Layout detail:
Scale bar: 20 um. Window x 47 to 97, y 77 to 127 um. Cells in gray, sequential cells in the stronger gray; small squares are vias.
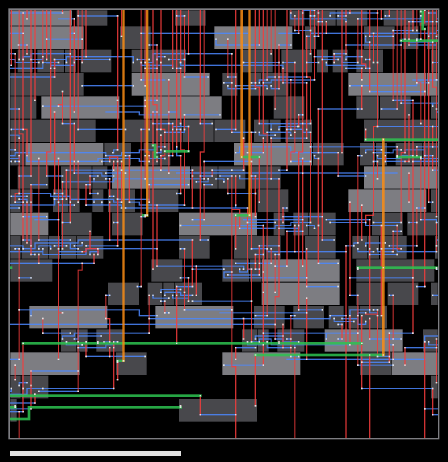
Ports around the boundary:
Scale bar: 50 um. Pins as bars across the die edge, other pins in gray.
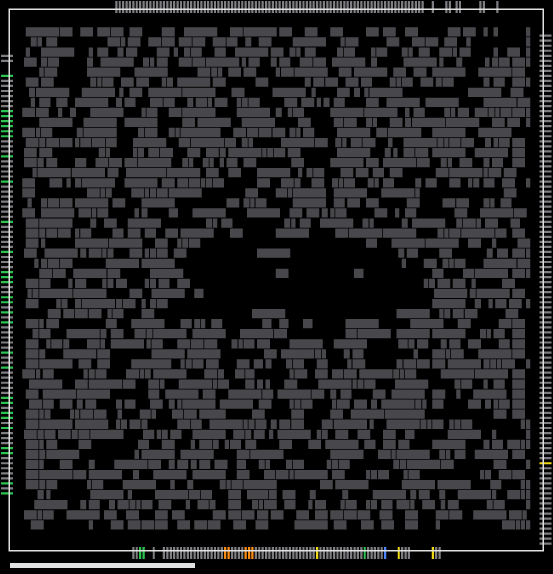
M1 wires:
Scale bar: 50 um.
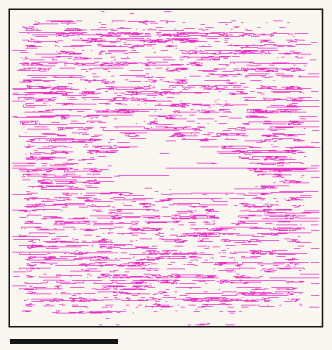
Clock routing:
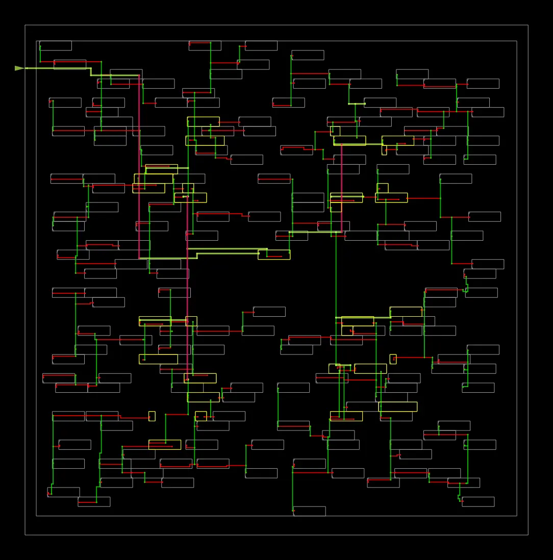
==> config.mk <==
export PLATFORM = sky130hd
export DESIGN_NAME = id_ex_stage_flat
export DESIGN_NICKNAME = d
export VERILOG_FILES = /design/src/rtl/id_ex_stage_if.sv /design/src/rtl/id_ex_stage.sv /design/src/flat_wrapper.sv
export SDC_FILE = /design/constraint.sdc
export NUM_CORES = 1
export LEC_CHECK = 0
export ABC_AREA = 0
export CORE_AREA = 3 3 141 143
export CTS_CLUSTER_SIZE = 28
export DETAILED_ROUTE_END_ITERATION = 16
export DIE_AREA = 0 0 144 146
export PLACE_DENSITY_LB_ADDON = 0.12
export SLEW_MARGIN = 5
export SYNTH_ARGS = -nofsm -noshare
export SYNTH_HDL_FRONTEND = slang
export SYNTH_SLANG_ARGS = --single-unit
==> constraint.sdc <==
create_clock -name clk -period 12.5 [get_ports clk]
set_input_delay 1.25 -clock clk [delete_from_list [all_inputs] [get_ports clk]]
set_output_delay 1.25 -clock clk [all_outputs]
set_load 0.02 [all_outputs]
==> run notes <==
run metrics: clock period minus final worst setup slack 4.40 ns, outcome finished clean, routability congestion estimate 0.833, number of nets with antenna violations after routing 0, DR WL met2 12700 um, antenna violations before repair 1, period utilisation layout 35.2%, fraction of the core area occupied by cells at floorplan 42.0%, Most common cell on crit path sky130_fd_sc_hd__clkdlybuf4s50_1, number of max-capacitance violations reported 0, Iteration-0 DRC Markers 539, met3 layer wire length in the routed design 2310 um, crit-path max cell delay 0.71 ns, Main synth FF type sky130_fd_sc_hd__dfrtp_1, # placed instances 1288, power density normalized to cell area 141 nW/um2, total cells reported by yosys after synthesis 804, Static Leakage 4.48 nW, leading area contributor after synthesis sky130_fd_sc_hd__dfrtp_1, cells on worst reg2reg path 6, clock insertion delay at the later pin of the skew report 0.42 ns, area of the core region 18700 um2, sequential cell fraction of total power 39.1%, Highest Clock Rate 227 MHz, ports placed on the boundary 365, Vias per Instance 5.62, final tally of setup violations 0, Crit Path Max Fanout 3, Clk pwr share 34.1%, clock tree from TritonCTS built, first-pass GRT wire length 39400 um, count of library flops with an enable pin 0, startpoint kind of the worst setup timing path primary input, post-detailed-placement cell area 11000 um2, Max VDD drop 0.0909 mV, crit path DRT 11.25 ns, pin count of the biggest net entering global routing 129, post-cts resize count 0, Critical Path Slowest Stage Cell sky130_fd_sc_hd__clkdlybuf4s50_1, post-route cell area 11600 um2, top-count cell post-synth sky130_fd_sc_hd__nand2_1, Slew Limit Headroom 17.0%, Net Sw Frac 30.5%, most used cells in the layout excluding fill and tap cells sky130_fd_sc_hd__clkdlybuf4s50_1 (331), sky130_fd_sc_hd__nand2_1 (166), sky130_fd_sc_hd__dfrtp_1 (165), area share of the largest cell type after synthesis 52.6%, post-layout util 62.2%, number of cells on the critical path 6, biggest area contributors in the synthesized netlist sky130_fd_sc_hd__dfrtp_1 (53%), sky130_fd_sc_hd__a32oi_1 (18%), sky130_fd_sc_hd__o21ai_0 (8.0%), flip-flop and latch count after synthesis 165, Cell Chain, Critical Path clkdlybuf4s50_1 > xnor2_1 > nand3_1 > o22ai_4 > a21o_1 > clkdlybuf4s50_1, Post-Place Worst Slack 8.06 ns, netlist area before placement 7860 um2, number of nets at the end of the flow 1241, internal power 1.14 mW, post-DR wirelength/cell 19.4 um, busiest grt layer met2, Warnings, synthesis 0, CTS Root Buffer Type sky130_fd_sc_hd__clkbuf_16, combinational share of power 26.9%, clock-pin slew of the registers on the worst-case setup and hold paths 0.06 ns, area grow syn2layout 48.1%, setup repair after global routing missed its margin false, Hold Path Depth 2, total track usage 23.5%, met3 usage 7.39%, filler-free cell count of the finished design 1321, FF/Latch Area 4130 um2, proportion of layout cells with a drive suffix above 1 4.24%, DRC 0, kind of cell adding the most delay to the critical path buffers and inverters, stage-log warning count 30, worst setup slack for register-to-register paths 8.87 ns, post-route worst setup slack 8.10 ns, top cells by count sky130_fd_sc_hd__nand2_1 (166), sky130_fd_sc_hd__dfrtp_1 (165), sky130_fd_sc_hd__a32oi_1 (164), sky130_fd_sc_hd__o21ai_0 (126), sky130_fd_sc_hd__clkbuf_1 (68), sum of net half-perimeters after detailed placement 16600 um, 1st-pass router iterations 6, Critical Path End Type output port, Placement Rows 50, Max Slew Vio Count 0, CP Data Arrival Time 3.15 ns, chip area from the yosys synthesis statistics 7860 um2, CTS hold repair buffers 0, area of the die 21000 um2, top layer in use met4, sequential cell area fraction in the yosys report 52.6%, Fin Hold WS 0.486 ns, Cell variety after synth 21, Slew @ Worst Pin 1.24 ns, instance count of the mapped netlist 804, Setup Crit Path Kind primary input to output port, net switching power of the design 0.501 mW, Combinational Area 3180 um2, DRT met1 WL 10000 um, number of endpoints with negative hold slack in the final report 0, post-CTS setup-driven buffer insertion count 0, CTS H-Tree Depth 4, sequential power 0.642 mW, synthesized area divided by synthesized cell count 9.77 um2, most frequent standard cell in the layout excluding fill and tap cells sky130_fd_sc_hd__clkdlybuf4s50_1, combinational group power 0.441 mW, Hold Crit Class flop to flop, worst path bufs/invs 2, Total Power 1.64 mW, Global Route met2 Usage 37.9%, top contributor to total power registers, FILL cells 1606, residual overflow from global routing 0, number of buffers on the longest clock path 2, number of global-route vias before repair 6911, async set-reset flop share out of synthesis 100%, setup total negative slack 0 ns
Notes on 'layout detail' above:
metal 1 -> blue
metal 3 -> green
metal 4 -> orange
metal 2 -> red
sequential cells in the window = 21
cells with their middle in the window = 131
most frequent = clkdlybuf4s50_1 (35), a32oi_1 (23), o21ai_0 (22)

Notes on 'ports around the boundary' above:
bus_id_ALUOp -> yellow  # pins 4, direction input, edge 3 bottom, 1 right
bus_ex_ALUSrc2 -> blue  # pins 1, direction output, edge bottom
bus_ex_imm_ext -> green  # pins 32, direction output, edge 29 left, 3 bottom
bus_ex_rt -> orange  # pins 5, direction output, edge bottom
all pins by edge = 102 right, 99 top, 86 left, 78 bottom
count of input and output buffers: 332
die height: 146 um
width of the die: 144 um

Notes on 'M1 wires' above:
share of all routed wire = 39%
main direction = horizontal
Total Routed Length: 25600 um
detailed-route via count: 7427
met1 usage in global routing: 29.9%

Notes on 'clock routing' above:
reported clock group power: 0.559 mW
clock net sink count: 165
count of sequential standard cells: 165
final worst clock skew: 0.00801 ns
Num CTS Buffers: 17

-- final cells by class --
cell class / instances / share of cell area, %
inverter: 1 / 0.0753
antenna: 1 / 0.0215
tap: 234 / 2.52
multi-input combinational: 546 / 27.3
sequential: 165 / 35.5
timing repair buffer: 342 / 29.2
clock buffer: 18 / 3.69
clock inverter: 14 / 1.71
-- kinds of logic (layout without fill, tap and decap cells) --
logic type | count (synthesis) | after routing | synth area share (%)
other | 1 | 33 | 0.0477
AND/OR/NAND/NOR | 172 | 172 | 8.36
flip-flops | 165 | 165 | 52.6
XOR/XNOR | 10 | 10 | 1.11
buffers and inverters | 124 | 375 | 8.79
AND-OR/OR-AND | 332 | 332 | 29.1
Power is estimated from default activity; no workload was simulated.
